$ cat src/rtl/mvm_sched_pkg.sv
// mvm_sched_pkg: shared types and constants for the mvm_sched job controller.
package mvm_sched_pkg;
    localparam int LANES     = 4;
    localparam int BN_W      = 4;
    localparam int ACC_W_DEF = 8;

    typedef enum logic [2:0] {
        IDLE, FETCH, LATCH, START, WAIT_HI, WAIT_LO, ACCUM, DONE
    } state_t;

    function automatic logic signed [31:0] sext(input logic [BN_W-1:0] v);
        return 32'(signed'(v));
    endfunction
endpackage

$ cat src/rtl/mvm_sched_acc_lane.sv
// sched_acc_lane: one signed accumulator lane; MVM_SCHED_SAT_EN selects saturating adds, else wrap.
module sched_acc_lane
    import mvm_sched_pkg::*;
#(
    parameter int ACC_W = ACC_W_DEF
) (
    input  logic             i_clk_sched,
    input  logic             i_rst_sched,
    input  logic             clr,
    input  logic             add_en,
    input  logic [BN_W-1:0]  din,
    output logic [ACC_W-1:0] acc
);
    logic signed [ACC_W-1:0] ext;
    logic [ACC_W-1:0] nxt;

    assign ext = ACC_W'(sext(din));
`ifdef MVM_SCHED_SAT_EN
    logic [ACC_W:0] sum;
    assign sum = {acc[ACC_W-1], acc} + {ext[ACC_W-1], ext};
    // top two sum bits disagree only on overflow; clamp toward the sign of the true result
    assign nxt = (sum[ACC_W] ^ sum[ACC_W-1]) ? {sum[ACC_W], {(ACC_W-1){~sum[ACC_W]}}} : sum[ACC_W-1:0];
`else
    assign nxt = acc + ext;
`endif

    always_ff @(posedge i_clk_sched or posedge i_rst_sched) begin
        if (i_rst_sched) acc <= '0;
        else if (clr) acc <= '0;
        else if (add_en) acc <= nxt;
    end
endmodule

$ cat src/rtl/mvm_sched.sv
// mvm_sched: job-level scheduler driving one 4-lane stochastic MVM and accumulating its results.
// Define MVM_SCHED_SAT_EN for saturating accumulators (default build wraps).
module mvm_sched
    import mvm_sched_pkg::*;
#(
    parameter int  N_W_MAX  = 32,
    parameter int  ACC_W    = ACC_W_DEF,
    parameter int  AW       = 8,
    parameter int  WAIT_MAX = 15,
    localparam int NW_W     = $clog2(N_W_MAX + 1)
) (
    input  logic                              i_clk_sched,
    input  logic                              i_rst_sched,
    input  logic                              i_job_valid,
    output logic                              o_job_ready,
    input  logic [LANES-1:0][BN_W-1:0]        i_x_job,
    input  logic [NW_W-1:0]                   i_nw_job,
    input  logic [AW-1:0]                     i_wbase_job,
    output logic                              o_w_rd,
    output logic [AW-1:0]                     o_w_addr,
    input  logic [BN_W-1:0]                   i_w_data,
    output logic                              o_start_mvm,
    output logic [LANES-1:0][BN_W-1:0]        o_x_mvm,
    output logic [BN_W-1:0]                   o_w_mvm,
    input  logic                              i_ismvm,
    input  logic [LANES-1:0][BN_W-1:0]        i_wx_result,
    output logic                              o_res_valid,
    input  logic                              i_res_ready,
    output logic [LANES-1:0][ACC_W-1:0]       o_res,
    output logic                              o_timeout
);
    localparam int CW = $clog2(WAIT_MAX + 1);
    localparam logic [NW_W-1:0] N_MAX     = NW_W'(N_W_MAX);
    localparam logic [CW-1:0]   WAIT_LAST = CW'(WAIT_MAX - 1);

    state_t state, nxt;
    logic [NW_W-1:0] n_r, k_r, n_in;
    logic [AW-1:0] base_r;
    logic [CW-1:0] cnt;
    logic [LANES-1:0][BN_W-1:0] cap;
    logic more, accept;

    assign n_in   = (i_nw_job > N_MAX) ? N_MAX : i_nw_job;
    assign more   = (k_r + NW_W'(1)) < n_r;
    assign accept = (state == IDLE) && i_job_valid;

    assign o_job_ready = (state == IDLE);
    assign o_w_rd      = (state == FETCH);
    assign o_start_mvm = (state == START);
    assign o_res_valid = (state == DONE);
    assign o_w_addr    = base_r + AW'(k_r);

    always_ff @(posedge i_clk_sched or posedge i_rst_sched) begin
        if (i_rst_sched) state <= IDLE;
        else state <= nxt;
    end

    always_comb begin
        nxt = state;
        case (state)
            IDLE:    nxt = i_job_valid ? ((n_in == '0) ? DONE : FETCH) : IDLE;
            FETCH:   nxt = LATCH;
            LATCH:   nxt = (i_w_data == '0) ? ACCUM : START;
            START:   nxt = WAIT_HI;
            WAIT_HI: nxt = i_ismvm ? WAIT_LO : ((cnt == WAIT_LAST) ? ACCUM : WAIT_HI);
            WAIT_LO: nxt = i_ismvm ? WAIT_LO : ACCUM;
            ACCUM:   nxt = more ? FETCH : DONE;
            DONE:    nxt = i_res_ready ? IDLE : DONE;
            default: nxt = IDLE;
        endcase
    end

    // cap is zeroed in LATCH so skipped and timed-out passes add nothing
    always_ff @(posedge i_clk_sched or posedge i_rst_sched) begin
        if (i_rst_sched) begin
            o_x_mvm   <= '0;
            o_w_mvm   <= '0;
            o_timeout <= 1'b0;
            n_r       <= '0;
            k_r       <= '0;
            base_r    <= '0;
            cnt       <= '0;
            cap       <= '0;
        end else begin
            case (state)
                IDLE: if (i_job_valid) begin
                    o_x_mvm   <= i_x_job;
                    n_r       <= n_in;
                    base_r    <= i_wbase_job;
                    k_r       <= '0;
                    o_timeout <= 1'b0;
                end
                LATCH: begin
                    o_w_mvm <= i_w_data;
                    cap     <= '0;
                end
                START: cnt <= '0;
                WAIT_HI: begin
                    cnt <= cnt + CW'(1);
                    if (!i_ismvm && cnt == WAIT_LAST) o_timeout <= 1'b1;
                end
                WAIT_LO: if (!i_ismvm) cap <= i_wx_result;
                ACCUM: if (more) k_r <= k_r + NW_W'(1);
                default: ;
            endcase
        end
    end

    for (genvar i = 0; i < LANES; i++) begin : g_lane
        sched_acc_lane #(.ACC_W(ACC_W)) u_lane (
            .i_clk_sched (i_clk_sched),
            .i_rst_sched (i_rst_sched),
            .clr         (accept),
            .add_en      (state == ACCUM),
            .din         (cap[i]),
            .acc         (o_res[i])
        );
    end
endmodule

$ cat config.mk
export PLATFORM = sky130hd
export DESIGN_NAME = mvm_sched
export DESIGN_NICKNAME = d
export VERILOG_FILES = /design/src/rtl/mvm_sched_pkg.sv /design/src/rtl/mvm_sched_acc_lane.sv /design/src/rtl/mvm_sched.sv
export SDC_FILE = /design/constraint.sdc
export NUM_CORES = 1
export LEC_CHECK = 0
export ABC_AREA = 1
export CAP_MARGIN = 20
export CORE_MARGIN = 1
export CORE_UTILIZATION = 47
export DETAILED_ROUTE_END_ITERATION = 10
export GPL_TIMING_DRIVEN = 0
export HOLD_SLACK_MARGIN = 0.08
export PLACE_DENSITY = 0.77
export SLEW_MARGIN = 0
export SYNTH_ARGS = -nofsm -noshare
export SYNTH_HDL_FRONTEND = slang
export SYNTH_SLANG_ARGS = --single-unit
$ cat constraint.sdc
create_clock -name i_clk_sched -period 2.8 [get_ports i_clk_sched]
set_clock_uncertainty 0.1 [all_clocks]
set_input_delay 0.28 -clock i_clk_sched [delete_from_list [all_inputs] [get_ports i_clk_sched]]
set_output_delay 0.28 -clock i_clk_sched [all_outputs]
set_load 0.05 [all_outputs]
Figure 1. Routed clock nets over the placement.
Scale: 4 px per µm.
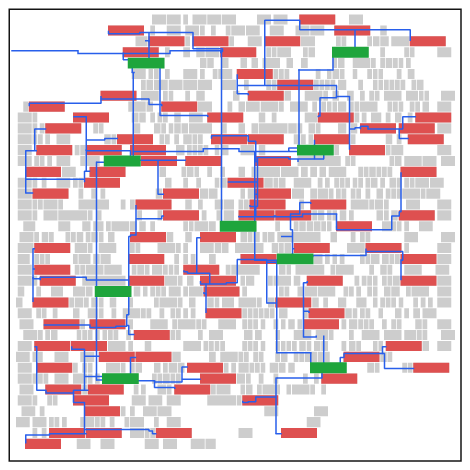
Key: flip-flops = red [count 96]; cells driving clock nets = green [count 9]; clock wires = blue [length 1320 µm]
Position of the flops: widely spread.

Figure 2. The metal 4 layer.
Scale: 3 px per µm.
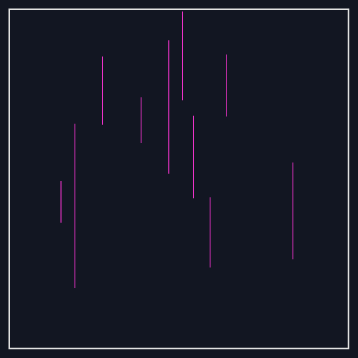
The layer holds 2.0% of the routed length. The layer carries 282 µm of wire. The wires run mostly vertical. 6 nets have wire on it. The longest straight run is 54.4 µm.

Figure 3. Routing congestion.
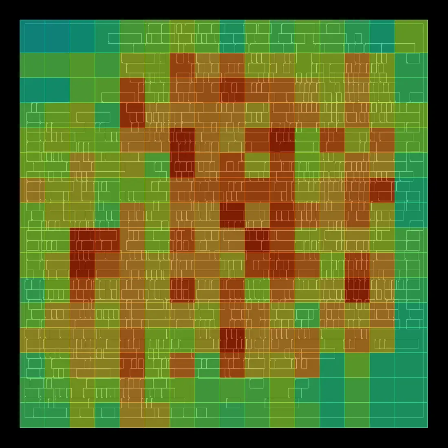
met3 Usage GRT: 5.45%
GRT Max-Usage Layer: met2
routing usage on met1: 30.1%
met2 GRT Util: 42.1%

Figure 4. Power grid.
Scale: 4 px per µm. Pins as bars on the die edge.
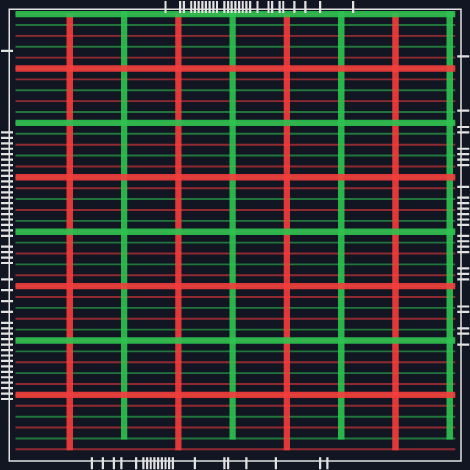
Key: VSS = red; VDD = green
8 straps on met5. 120 signal pins sit on the boundary. The core has 40 rows.

==> qor.csv <==
stage;metric;value;unit
logic_synthesis;yosys.area_share.simple;31.3;%
logic_synthesis;syn_inst;765;
clock_network;clock_latency;350;ps
floorplan;initCoreUtil;48.0;%
routing;vias;5346;
power;power_density;1130;nW/µm²
finish;area_growth;30.5;%
logic_synthesis;ys_area;5740;µm²
logic_synthesis;yosys.area.top_type;dfrtp_1;
sta;timing.fmax;375;MHz
finish;lay_top_count;nand2_1;
power;leakage;4.05;nW
logic_synthesis;numSynthFlops;96;
sta;setup_tns;0;ps
sta;finalClockPeriodUsage;95.3;%
global_routing;grt_max_degree;38;
sta;worst_hold_slack;275;ps
global_routing;grt_overflow;0;
logic_synthesis;yosysCellCount;765;
logic_synthesis;synth_top_area_share;41.8;%
finish;lay_top_cells;nand2_1, clkdlybuf4s50_1, dfrtp_1;
routing;drtAntennaViolNets;0;
setup_path;crit_path_start_kind;register;
sta;post-route-min-period;2670;ps
clock_network;root_buffer;clkbuf_16;
sta;setup_viol;0;
global_routing;grt_pass1_wl;24.5;mm
placement;placedCellCount;1033;
sta;finalHoldViolCount;0;
clock_network;post_cts_buffers;0;
sta;maxSlewViolCount;0;
setup_path;path_max_fanout;5;
logic_synthesis;ys.flop_type;dfrtp_1;
clock_network;clock-sinks;96;
outcome;status;complete, no violations;
logic_synthesis;ys_sh_adder;10.9;%
placement;io_buffers;119;
floorplan;rows;40;
logic_synthesis;post_synth_main_logic_family;simple AND/OR/NAND/NOR gates;
placement;globalplace.congestion;0.891;
setup_path;worst_setup_path_end_kind;output pin;
finish;stdcell_count;1049;
sta;rsz0062_at_grt;no;
logic_synthesis;syn-cell-area;5740;µm²
setup_path;critical_path_class;reg -> out;
clock_network;cts_tree;built;
floorplan;pin_count;120;
floorplan;core-area;12000;µm²
clock_network;path_clk_slew;70;ps
setup_path;required;2420;ps
cells in the mapped netlist (3+ instances only):
master,instances
nand2_2,4
inv_2,6
clkbuf_1,10
inv_1,96
buf_2,5
dfrtp_1,96
xnor2_1,4
o21ai_1,25
nand3_1,77
nand4_1,10
nor2_1,32
o22ai_1,5
or2_2,3
nand2_1,292
a21oi_1,15
o21bai_1,4
and2_1,3
fa_1,5
nor3_1,3
xor2_1,11
ha_1,42
state kept, by name (all words and copies together) (netlist names):
name,cells
n_r,6
state,3
o_timeout,1
g_lane.u_lane.acc,32
o_x_mvm,16
o_w_mvm,4
base_r,8
cap,16
cnt,4
k_r,6
cell families after synthesis:
group | count (synthesis)
buffers and inverters | 119
xor gates and xnor gates | 15
muxes | 2
adders and majority gates | 47
and+or+nand+nor | 430
AOI/OAI and AO/OA | 56
DFF | 96
routing by layer:
| metal | global-route usage [%] | up-vias | part of all wire, % |
|---|---|---|---|
| li1 | - | 2693 | - |
| met4 | 9.16 | 0 | 2.0 |
| met2 | 42.1 | 156 | 48 |
| met3 | 5.45 | 24 | 6.8 |
| met1 | 30.1 | 2473 | 43 |
| met5 | 0 | - | 0 |
final timing paths:
kind | startpoint | to | slack, ps | cells after the start
min reg2reg | o_x_mvm[7]$_DFFE_PP0P_ | o_x_mvm[7]$_DFFE_PP0P_ | 380 | 2
min in group i_clk_sched | i_x_job[11] | o_x_mvm[11]$_DFFE_PP0P_ | 350 | 3
max reg2reg | k_r[0]$_DFFE_PP0P_ | k_r[5]$_DFFE_PP0P_ | 420 | 13
max in group asynchronous | i_rst_sched | state[1]$_DFF_PP0_ | 1460 | 4
max | k_r[4]$_DFFE_PP0P_ | o_w_addr[7] | 130 | 6
min | i_rst_sched | o_x_mvm[6]$_DFFE_PP0P_ | 280 | 2
final cells by class:
class                           instances  area (µm²)  area share (%)
Tap cell                              147         184            2.45
Sequential cell                        96        2400            32.1
Multi-Input combinational cell        550        2880            38.5
Inverter                              102         387            5.16
Clock buffer                            9         225            3.01
Timing Repair Buffer                  121        1220            16.3
Buffer                                 17        77.6            1.04
Clock inverter                          7         118            1.57
critical path: stages, from the launching register on:
cell and delay, ps:
dfrtp_1 450, ha_1 380, a21o_1 220, a22oi_1 190, nand3_1 100, nand2_1 90
clkdlybuf4s15_1 490
power breakdown:
group	switching (mW)	total, mW	internal [mW]
clock network	0.571	1.45	0.877
registers	0.458	2.37	1.92
logic	3.09	4.62	1.52
total	4.12	8.44	4.31
stage by stage:
step	setup slack [ps]	cell area [µm²]	util [%]	total power [mW]
after floorplan	403	5750	-	5.56
after global placement	50.8	7120	59.6	6.96
after detailed placement	2.27	7160	59.9	7.05
after CTS	38.8	7500	62.7	8.49
after global routing	21.0	7490	62.6	9.02
final	132	7490	62.6	8.44
Power and IR drop assume default switching activity.
